Power grid:
Bar = 50 µm. Pins as bars on the die edge.
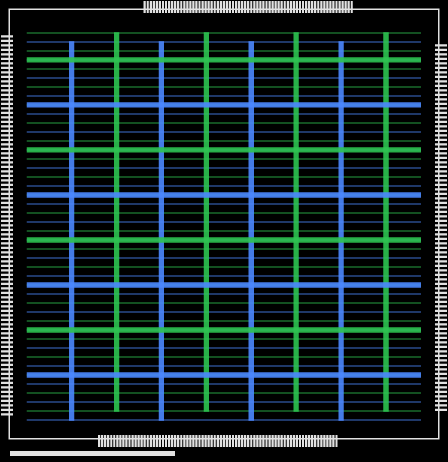
Placement by cell class:
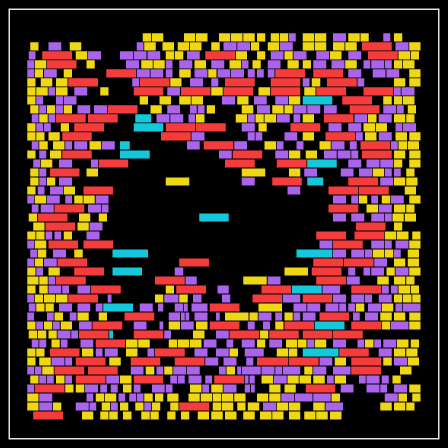
Local utilization:
Bar = 50 µm. 13 x 13 tiles, from black (low) to pale yellow (high), 0 to 100% covered.
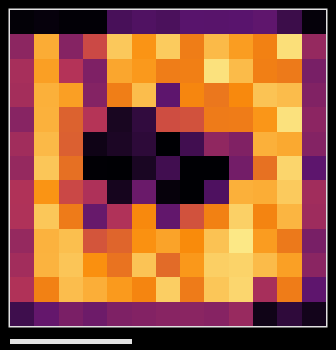
Track usage over the die:
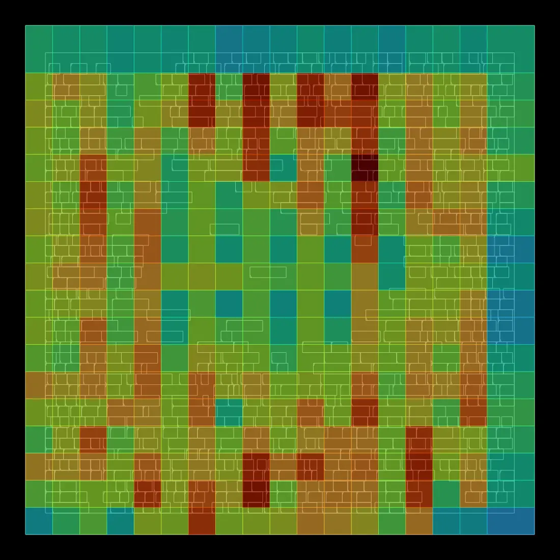
Wires at chosen ports, followed through buffers:
Bar = 50 µm.
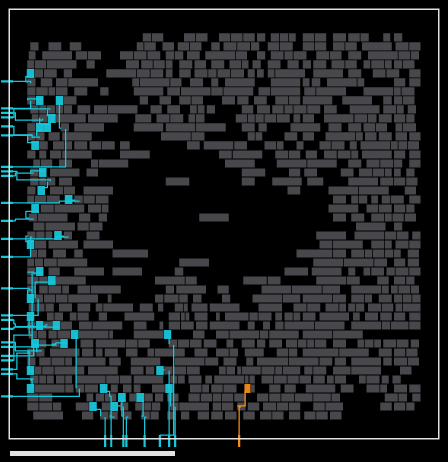
<file path="src/rtl/ibex_multdiv_arbiter_pkg.sv">
// rtl/ibex_multdiv_arbiter_pkg.sv - shared types for the multdiv arbiter
// Operator encoding, arbiter FSM states and the latched request record.
package ibex_multdiv_arbiter_pkg;

  typedef enum logic [1:0] {
    MD_OP_MULL = 2'b00,
    MD_OP_MULH = 2'b01,
    MD_OP_DIV  = 2'b10,
    MD_OP_REM  = 2'b11
  } md_op_e;

  localparam logic [1:0] ARB_IDLE = 2'd0;
  localparam logic [1:0] ARB_BUSY = 2'd1;
  localparam logic [1:0] ARB_RESP = 2'd2;

  typedef struct packed {
    md_op_e      operator;
    logic [1:0]  signed_mode;
    logic [31:0] op_a;
    logic [31:0] op_b;
  } md_req_t;

endpackage

</file>
<file path="src/rtl/ibex_multdiv_arbiter_if.sv">
// rtl/ibex_multdiv_arbiter_if.sv - requester, response and unit-side bundle
// slave is the arbiter's view; master is the requesters/unit view.
interface ibex_multdiv_arbiter_if;

  logic        req0_valid_i;
  logic        req0_ready_o;
  logic [1:0]  req0_operator_i;
  logic [1:0]  req0_signed_mode_i;
  logic [31:0] req0_op_a_i;
  logic [31:0] req0_op_b_i;
  logic        req1_valid_i;
  logic        req1_ready_o;
  logic [1:0]  req1_operator_i;
  logic [1:0]  req1_signed_mode_i;
  logic [31:0] req1_op_a_i;
  logic [31:0] req1_op_b_i;
  logic        kill0_i;
  logic        kill1_i;
  logic        rsp0_valid_o;
  logic        rsp0_ready_i;
  logic [31:0] rsp0_result_o;
  logic        rsp1_valid_o;
  logic        rsp1_ready_i;
  logic [31:0] rsp1_result_o;
  logic        md_mult_en_o;
  logic        md_div_en_o;
  logic [1:0]  md_operator_o;
  logic [1:0]  md_signed_mode_o;
  logic [31:0] md_op_a_o;
  logic [31:0] md_op_b_o;
  logic [31:0] md_result_i;
  logic        md_valid_i;

  modport slave (
    input  req0_valid_i, req0_operator_i, req0_signed_mode_i, req0_op_a_i, req0_op_b_i,
    input  req1_valid_i, req1_operator_i, req1_signed_mode_i, req1_op_a_i, req1_op_b_i,
    input  kill0_i, kill1_i, rsp0_ready_i, rsp1_ready_i, md_result_i, md_valid_i,
    output req0_ready_o, req1_ready_o, rsp0_valid_o, rsp0_result_o, rsp1_valid_o, rsp1_result_o,
    output md_mult_en_o, md_div_en_o, md_operator_o, md_signed_mode_o, md_op_a_o, md_op_b_o
  );

  modport master (
    output req0_valid_i, req0_operator_i, req0_signed_mode_i, req0_op_a_i, req0_op_b_i,
    output req1_valid_i, req1_operator_i, req1_signed_mode_i, req1_op_a_i, req1_op_b_i,
    output kill0_i, kill1_i, rsp0_ready_i, rsp1_ready_i, md_result_i, md_valid_i,
    input  req0_ready_o, req1_ready_o, rsp0_valid_o, rsp0_result_o, rsp1_valid_o, rsp1_result_o,
    input  md_mult_en_o, md_div_en_o, md_operator_o, md_signed_mode_o, md_op_a_o, md_op_b_o
  );

endinterface

</file>
<file path="src/rtl/ibex_multdiv_arbiter_rr_arb2.sv">
// rtl/ibex_multdiv_arbiter_rr_arb2.sv - two-way one-hot grant picker
// Ties go to the requester that did not win last, or always to req 0 in fixed mode.
module ibex_rr_arb2 #(
  parameter bit ROUND_ROBIN = 1'b1
) (
  input  logic [1:0] valid_i,
  input  logic       last_grant_i,
  output logic [1:0] grant_o
);

  always_comb begin
    grant_o = valid_i;
    if (valid_i == 2'b11) begin
      grant_o = (ROUND_ROBIN && !last_grant_i) ? 2'b10 : 2'b01;
    end
  end

endmodule

</file>
<file path="src/rtl/ibex_multdiv_arbiter.sv">
// rtl/ibex_multdiv_arbiter.sv - shares one slow multdiv unit between two requesters
// Operands are held for the whole op; a killed op still drains because the unit cannot abort.
module ibex_multdiv_arbiter
  import ibex_multdiv_arbiter_pkg::*;
#(
  parameter bit ROUND_ROBIN = 1'b1
) (
  input logic                   CK,
  input logic                   rst_ni,
  ibex_multdiv_arbiter_if.slave bus
);

  logic [1:0]  state_q, state_d;
  md_req_t     req_q, req_new;
  logic        owner_q;
  logic        last_grant_q;
  logic        killed_q;
  logic [31:0] result_q;

  logic [1:0]  req_valid, grant, kill, rsp_ready;
  logic        is_idle, is_busy, is_resp;
  logic        accept, kill_owner, rsp_ack;
  logic        rsp0_valid, rsp1_valid;

  assign req_valid = {bus.req1_valid_i, bus.req0_valid_i};
  assign kill      = {bus.kill1_i, bus.kill0_i};
  assign rsp_ready = {bus.rsp1_ready_i, bus.rsp0_ready_i};

  assign is_idle = (state_q == ARB_IDLE);
  assign is_busy = (state_q == ARB_BUSY);
  assign is_resp = (state_q == ARB_RESP);

  ibex_rr_arb2 #(
    .ROUND_ROBIN (ROUND_ROBIN)
  ) u_rr_arb2 (
    .valid_i      (req_valid),
    .last_grant_i (last_grant_q),
    .grant_o      (grant)
  );

  assign accept           = is_idle & (|grant);
  assign bus.req0_ready_o = is_idle & grant[0];
  assign bus.req1_ready_o = is_idle & grant[1];

  assign req_new = grant[1] ?
      {bus.req1_operator_i, bus.req1_signed_mode_i, bus.req1_op_a_i, bus.req1_op_b_i} :
      {bus.req0_operator_i, bus.req0_signed_mode_i, bus.req0_op_a_i, bus.req0_op_b_i};

  assign kill_owner = owner_q ? kill[1] : kill[0];
  assign rsp_ack    = owner_q ? rsp_ready[1] : rsp_ready[0];

  // Kill takes precedence over ready in RESP; both simply release the unit.
  always_comb begin
    state_d = state_q;
    case (state_q)
      ARB_IDLE: if (accept) state_d = ARB_BUSY;
      ARB_BUSY: if (bus.md_valid_i) state_d = (killed_q || kill_owner) ? ARB_IDLE : ARB_RESP;
      ARB_RESP: if (kill_owner || rsp_ack) state_d = ARB_IDLE;
      default:  state_d = ARB_IDLE;
    endcase
  end

  always_ff @(posedge CK or negedge rst_ni) begin
    if (!rst_ni) begin
      state_q      <= ARB_IDLE;
      req_q        <= '0;
      owner_q      <= 1'b0;
      last_grant_q <= 1'b1;
      killed_q     <= 1'b0;
      result_q     <= '0;
    end else begin
      state_q <= state_d;
      if (accept) begin
        req_q        <= req_new;
        owner_q      <= grant[1];
        last_grant_q <= grant[1];
        killed_q     <= 1'b0;
      end
      if (is_busy) begin
        if (bus.md_valid_i) begin
          result_q <= bus.md_result_i;
          killed_q <= 1'b0;
        end else if (kill_owner) begin
          killed_q <= 1'b1;
        end
      end
    end
  end

  assign bus.md_mult_en_o     = is_busy & ~req_q.operator[1];
  assign bus.md_div_en_o      = is_busy & req_q.operator[1];
  assign bus.md_operator_o    = {2{is_busy}} & req_q.operator;
  assign bus.md_signed_mode_o = {2{is_busy}} & req_q.signed_mode;
  assign bus.md_op_a_o        = {32{is_busy}} & req_q.op_a;
  assign bus.md_op_b_o        = {32{is_busy}} & req_q.op_b;

  assign rsp0_valid        = is_resp & ~owner_q;
  assign rsp1_valid        = is_resp & owner_q;
  assign bus.rsp0_valid_o  = rsp0_valid;
  assign bus.rsp1_valid_o  = rsp1_valid;
  assign bus.rsp0_result_o = {32{rsp0_valid}} & result_q;
  assign bus.rsp1_result_o = {32{rsp1_valid}} & result_q;

endmodule
</file>
<file path="src/flat_wrapper.sv">
// flat-port wrapper written by rule: the top's interface ports become plain ports
module ibex_multdiv_arbiter_flat import ibex_multdiv_arbiter_pkg::*;
#(
  parameter bit ROUND_ROBIN = 1'b1
)
  (CK, rst_ni, bus_req0_valid_i, bus_req0_operator_i, bus_req0_signed_mode_i, bus_req0_op_a_i, bus_req0_op_b_i, bus_req1_valid_i, bus_req1_operator_i, bus_req1_signed_mode_i, bus_req1_op_a_i, bus_req1_op_b_i, bus_kill0_i, bus_kill1_i, bus_rsp0_ready_i, bus_rsp1_ready_i, bus_md_result_i, bus_md_valid_i, bus_req0_ready_o, bus_req1_ready_o, bus_rsp0_valid_o, bus_rsp0_result_o, bus_rsp1_valid_o, bus_rsp1_result_o, bus_md_mult_en_o, bus_md_div_en_o, bus_md_operator_o, bus_md_signed_mode_o, bus_md_op_a_o, bus_md_op_b_o);
  ibex_multdiv_arbiter_if bus_i ();
  input logic CK;
  input logic rst_ni;
  input wire logic [$bits(bus_i.req0_valid_i)-1:0] bus_req0_valid_i;
  input wire logic [$bits(bus_i.req0_operator_i)-1:0] bus_req0_operator_i;
  input wire logic [$bits(bus_i.req0_signed_mode_i)-1:0] bus_req0_signed_mode_i;
  input wire logic [$bits(bus_i.req0_op_a_i)-1:0] bus_req0_op_a_i;
  input wire logic [$bits(bus_i.req0_op_b_i)-1:0] bus_req0_op_b_i;
  input wire logic [$bits(bus_i.req1_valid_i)-1:0] bus_req1_valid_i;
  input wire logic [$bits(bus_i.req1_operator_i)-1:0] bus_req1_operator_i;
  input wire logic [$bits(bus_i.req1_signed_mode_i)-1:0] bus_req1_signed_mode_i;
  input wire logic [$bits(bus_i.req1_op_a_i)-1:0] bus_req1_op_a_i;
  input wire logic [$bits(bus_i.req1_op_b_i)-1:0] bus_req1_op_b_i;
  input wire logic [$bits(bus_i.kill0_i)-1:0] bus_kill0_i;
  input wire logic [$bits(bus_i.kill1_i)-1:0] bus_kill1_i;
  input wire logic [$bits(bus_i.rsp0_ready_i)-1:0] bus_rsp0_ready_i;
  input wire logic [$bits(bus_i.rsp1_ready_i)-1:0] bus_rsp1_ready_i;
  input wire logic [$bits(bus_i.md_result_i)-1:0] bus_md_result_i;
  input wire logic [$bits(bus_i.md_valid_i)-1:0] bus_md_valid_i;
  output wire logic [$bits(bus_i.req0_ready_o)-1:0] bus_req0_ready_o;
  output wire logic [$bits(bus_i.req1_ready_o)-1:0] bus_req1_ready_o;
  output wire logic [$bits(bus_i.rsp0_valid_o)-1:0] bus_rsp0_valid_o;
  output wire logic [$bits(bus_i.rsp0_result_o)-1:0] bus_rsp0_result_o;
  output wire logic [$bits(bus_i.rsp1_valid_o)-1:0] bus_rsp1_valid_o;
  output wire logic [$bits(bus_i.rsp1_result_o)-1:0] bus_rsp1_result_o;
  output wire logic [$bits(bus_i.md_mult_en_o)-1:0] bus_md_mult_en_o;
  output wire logic [$bits(bus_i.md_div_en_o)-1:0] bus_md_div_en_o;
  output wire logic [$bits(bus_i.md_operator_o)-1:0] bus_md_operator_o;
  output wire logic [$bits(bus_i.md_signed_mode_o)-1:0] bus_md_signed_mode_o;
  output wire logic [$bits(bus_i.md_op_a_o)-1:0] bus_md_op_a_o;
  output wire logic [$bits(bus_i.md_op_b_o)-1:0] bus_md_op_b_o;
  assign bus_i.req0_valid_i = bus_req0_valid_i;
  assign bus_i.req0_operator_i = bus_req0_operator_i;
  assign bus_i.req0_signed_mode_i = bus_req0_signed_mode_i;
  assign bus_i.req0_op_a_i = bus_req0_op_a_i;
  assign bus_i.req0_op_b_i = bus_req0_op_b_i;
  assign bus_i.req1_valid_i = bus_req1_valid_i;
  assign bus_i.req1_operator_i = bus_req1_operator_i;
  assign bus_i.req1_signed_mode_i = bus_req1_signed_mode_i;
  assign bus_i.req1_op_a_i = bus_req1_op_a_i;
  assign bus_i.req1_op_b_i = bus_req1_op_b_i;
  assign bus_i.kill0_i = bus_kill0_i;
  assign bus_i.kill1_i = bus_kill1_i;
  assign bus_i.rsp0_ready_i = bus_rsp0_ready_i;
  assign bus_i.rsp1_ready_i = bus_rsp1_ready_i;
  assign bus_i.md_result_i = bus_md_result_i;
  assign bus_i.md_valid_i = bus_md_valid_i;
  assign bus_req0_ready_o = bus_i.req0_ready_o;
  assign bus_req1_ready_o = bus_i.req1_ready_o;
  assign bus_rsp0_valid_o = bus_i.rsp0_valid_o;
  assign bus_rsp0_result_o = bus_i.rsp0_result_o;
  assign bus_rsp1_valid_o = bus_i.rsp1_valid_o;
  assign bus_rsp1_result_o = bus_i.rsp1_result_o;
  assign bus_md_mult_en_o = bus_i.md_mult_en_o;
  assign bus_md_div_en_o = bus_i.md_div_en_o;
  assign bus_md_operator_o = bus_i.md_operator_o;
  assign bus_md_signed_mode_o = bus_i.md_signed_mode_o;
  assign bus_md_op_a_o = bus_i.md_op_a_o;
  assign bus_md_op_b_o = bus_i.md_op_b_o;
  ibex_multdiv_arbiter #(.ROUND_ROBIN(ROUND_ROBIN)) u_core (.CK(CK), .rst_ni(rst_ni), .bus(bus_i));
endmodule
</file>
<file path="config.mk">
export PLATFORM = sky130hd
export DESIGN_NAME = ibex_multdiv_arbiter_flat
export DESIGN_NICKNAME = d
export VERILOG_FILES = /design/src/rtl/ibex_multdiv_arbiter_pkg.sv /design/src/rtl/ibex_multdiv_arbiter_if.sv /design/src/rtl/ibex_multdiv_arbiter_rr_arb2.sv /design/src/rtl/ibex_multdiv_arbiter.sv /design/src/flat_wrapper.sv
export SDC_FILE = /design/constraint.sdc
export NUM_CORES = 1
export LEC_CHECK = 0
export CORE_MARGIN = 5
export CORE_UTILIZATION = 40
export DETAILED_ROUTE_END_ITERATION = 6
export GPL_ROUTABILITY_DRIVEN = 0
export PLACE_DENSITY = 0.92
export SYNTH_ARGS = -nofsm -noshare
export SYNTH_HDL_FRONTEND = slang
export SYNTH_SLANG_ARGS = --single-unit
</file>
<file path="constraint.sdc">
create_clock -name CK -period 2.8 [get_ports CK]
set_input_delay 0.28 -clock CK [delete_from_list [all_inputs] [get_ports CK]]
set_output_delay 0.28 -clock CK [all_outputs]
set_load 0.1 [all_outputs]
</file>
==> flow_metrics.env <==
# flow metrics
export IMPL_dp_hpwl_um=13400
export IMPL_ys_async_sr_fraction_pct=100
export IMPL_stdcell_area_um2=9110
export IMPL_number_of_vias_in_the_routed_layout=4668
export IMPL_drc=0
export IMPL_syn_mean_instance_area_um2=12.3
export IMPL_timing_worst_slew_pin_value_ps=639
export IMPL_start_kind="flop"
export IMPL_clk_insertion_delay_late_ps=340
export IMPL_openroad_warnings=26
export IMPL_yosysTopAreaCell="sky130_fd_sc_hd__dfrtp_1"
export IMPL_timing_final_crit_share_pct=89.0
export IMPL_grt_pass1_wl_um=26400
export IMPL_cts_root_buffer="sky130_fd_sc_hd__clkbuf_16"
export IMPL_synth_cellmix_adderShare_pct=0
export IMPL_ys_warn_count=0
export IMPL_common_cells="161 x sky130_fd_sc_hd__mux2_2, 132 x sky130_fd_sc_hd__and2_1, 104 x sky130_fd_sc_hd__dfrtp_1"
export IMPL_ys_area_um2=5700
export IMPL_post_route_cells_drive_above_1_share_pct=44.2
export IMPL_ctsResizeCount=0
export IMPL_topCellsByArea="sky130_fd_sc_hd__dfrtp_1 46%, sky130_fd_sc_hd__mux2_2 32%, sky130_fd_sc_hd__and2_1 14%, sky130_fd_sc_hd__mux2_4 2.4%, sky130_fd_sc_hd__buf_2 1.2%"
export IMPL_max_slew_margin_pct=57.4
export IMPL_synth_comb_largest_family="multiplexers"
export IMPL_synth_area_mux_share_pct=34.2
export IMPL_antenna_found_initial=0
export IMPL_mostFrequentLayoutCell="sky130_fd_sc_hd__clkdlybuf4s50_1"
export IMPL_drt_iter0_markers=97
export IMPL_run_status="finished, final reports clean"
export IMPL_max_clock_freq_mhz=401
export IMPL_layout_top_cells="175 x sky130_fd_sc_hd__clkdlybuf4s50_1, 161 x sky130_fd_sc_hd__mux2_2, 143 x sky130_fd_sc_hd__buf_4"
export IMPL_drt_pass1_iterations=4
export IMPL_hold_path_class="input port to asynchronous set/reset pin"
export IMPL_area_taken_by_flip_flops_and_latches_um2=2630
export IMPL_complex_gate_fraction_of_the_synthesized_area_pct=1.21
export IMPL_critical_path_required_ps=2520
export IMPL_synth_seq_share_pct=46.1
export IMPL_gr_total_overflow=0
export IMPL_post_synth_num_cell_types=25
export IMPL_rsz_0062_raised_after_global_routing="no"
export IMPL_enable_flop_cells=0
export IMPL_cts_tree="yes"
export IMPL_setup_viol=0
export IMPL_crit_path_max_fanout=48
export IMPL_fillers=1021
export IMPL_tritoncts_num_buffers=9
export IMPL_preCtsSetupSlack_ps=414
export IMPL_synth_flop_count=105
export IMPL_max_clock_path_buffers=2
export IMPL_worstPathArrival_ps=2210
export IMPL_antennaDiodeCount=0
export IMPL_ctsHoldBuffers=1
export IMPL_cts_sink_count=105
export IMPL_synthesis_instances=464
export IMPL_post_drt_via_cell_ratio=4.90
export IMPL_finalHoldViolations=0
export IMPL_synth_dominant_cell_count="sky130_fd_sc_hd__mux2_2"
export IMPL_synthFlopType="sky130_fd_sc_hd__dfrtp_1"
export IMPL_synthXorXnorAreaFrac_pct=0
export IMPL_dieArea_um2=16700
export IMPL_drv_slew=0
export IMPL_setup_total_negative_slack_ps=0
export IMPL_simple_gate_area_share_pct=15.5
export IMPL_combGateArea_um2=2940
export IMPL_synth_stat_cells=464
export IMPL_synth_net_count=641
export IMPL_grt_start_max_net_pins=58
export IMPL_mappedNetlistArea_um2=5700
export IMPL_fin_crit_ps=2490
export IMPL_endpoint_kind="output pin"
export IMPL_cts_setup_buffers=0
export IMPL_clkTransAtPathRegs_ps=70
export IMPL_setup_worst_path_class="flop to output pin"
export IMPL_synthToLayoutAreaGrowth_pct=60.0
export IMPL_first_global_vias=5140
export IMPL_worst_slack_ps=309
export IMPL_cts_htree_levels=3
export IMPL_drt_antenna_violating_nets=0
Notes on 'power grid' above:
legend:
  blue:
    net: VSS
  green:
    net: VDD
signal pins: 315
rows: 43
met4 straps: 8
met5 straps: 8
met1 rails: 44
width of the die: 129 µm
Core Region: 13900 µm²
vertical die size: 129 µm

Notes on 'placement by cell class' above:
legend:
  red:
    class: registers
    cells: 105
  purple:
    class: remaining logic cells
    cells: 326
  cyan:
    class: clock drivers and dummy loads
    cells: 16
  yellow:
    class: remaining buffers and delay cells
    cells: 325
number of placement rows: 43
final core utilization: 65.4%

Notes on 'local utilization' above:
tiles over 75% full: 32%
emptiest ninth of the die: centre
nearly empty tiles: 7.1%
fullest tile: 95%
mean over tiles: 53%
Init Core Util: 40.9%

Notes on 'track usage over the die' above:
DR WL/cell: 17.9 µm
global-route layer with the greatest usage: met2
total routing resource utilization after global routing: 20.2%
grt met2 use: 36.9%
fraction of met3 tracks used by global routing: 6.22%

Notes on 'wires at chosen ports, followed through buffers' above:
legend:
  cyan:
    port: `bus_rsp1_result_o`
    bits: 32
    direction: output
    edge: 24 west, 8 south
    end_cells: 32
    wire: 572 µm
  orange:
    port: `bus_req0_ready_o`
    bits: 1
    direction: output
    edge: south
    end_cells: 1
    wire: 16.2 µm
number of top-level pins: 315
total of buffers placed on input and output ports: 314

## cell type report
| type | instances | share of cell area [%] |
|---|---|---|
| inverters | 2 | 0.0824 |
| multi-input cells | 324 | 32.3 |
| well taps | 180 | 2.47 |
| flip-flops and latches | 105 | 28.8 |
| clock inverters | 4 | 1.08 |
| clock buffers | 12 | 2.81 |
| repair buffers | 325 | 32.4 |
## worst paths after layout
path	from	endpoint	slack, ps	cells past startpoint
max in group asynchronous	rst_ni	u_core.last_grant_q	1490	3
worst min-delay path	rst_ni	u_core.req_q[32]	500	2
worst max register to register	u_core.last_grant_q	u_core.req_q[39]	780	4
worst max-delay path	u_core.state_q[0]	bus_md_op_a_o[29]	310	4
min in group CK	u_core.req_q[62]	u_core.req_q[62]	500	1
worst min register to register	u_core.req_q[62]	u_core.req_q[62]	500	1
## per-stage QoR
step           hold WS, ps  cells
6_report               496    952
2_1_floorplan        -15.6    464
3_3_place_gp           335    935
5_1_grt                512    952
3_5_place_dp           341    935
4_1_cts                501    952
## state kept, by name, summed over array words and instances, names as in the netlist
register,count
u_core.owner_q,1
u_core.req_q,68
u_core.killed_q,1
u_core.result_q,32
u_core.last_grant_q,1
u_core.state_q,2
## per-layer routing
| metal | up-vias | GRT usage (%) | share of wire (%) |
|---|---|---|---|
| li1 | 2171 | - | - |
| met1 | 2262 | 21.9 | 36 |
| met2 | 202 | 36.9 | 53 |
| met3 | 33 | 6.22 | 9.1 |
| met4 | 0 | 7.16 | 2.6 |
| met5 | - | 0 | 0 |
## worst max-delay path: stages (launching register included)
cell,delay (ps)
sky130_fd_sc_hd__dfrtp_1,540
sky130_fd_sc_hd__nor2b_4,550
sky130_fd_sc_hd__buf_12,260
sky130_fd_sc_hd__and2_1,190
sky130_fd_sc_hd__buf_4,300
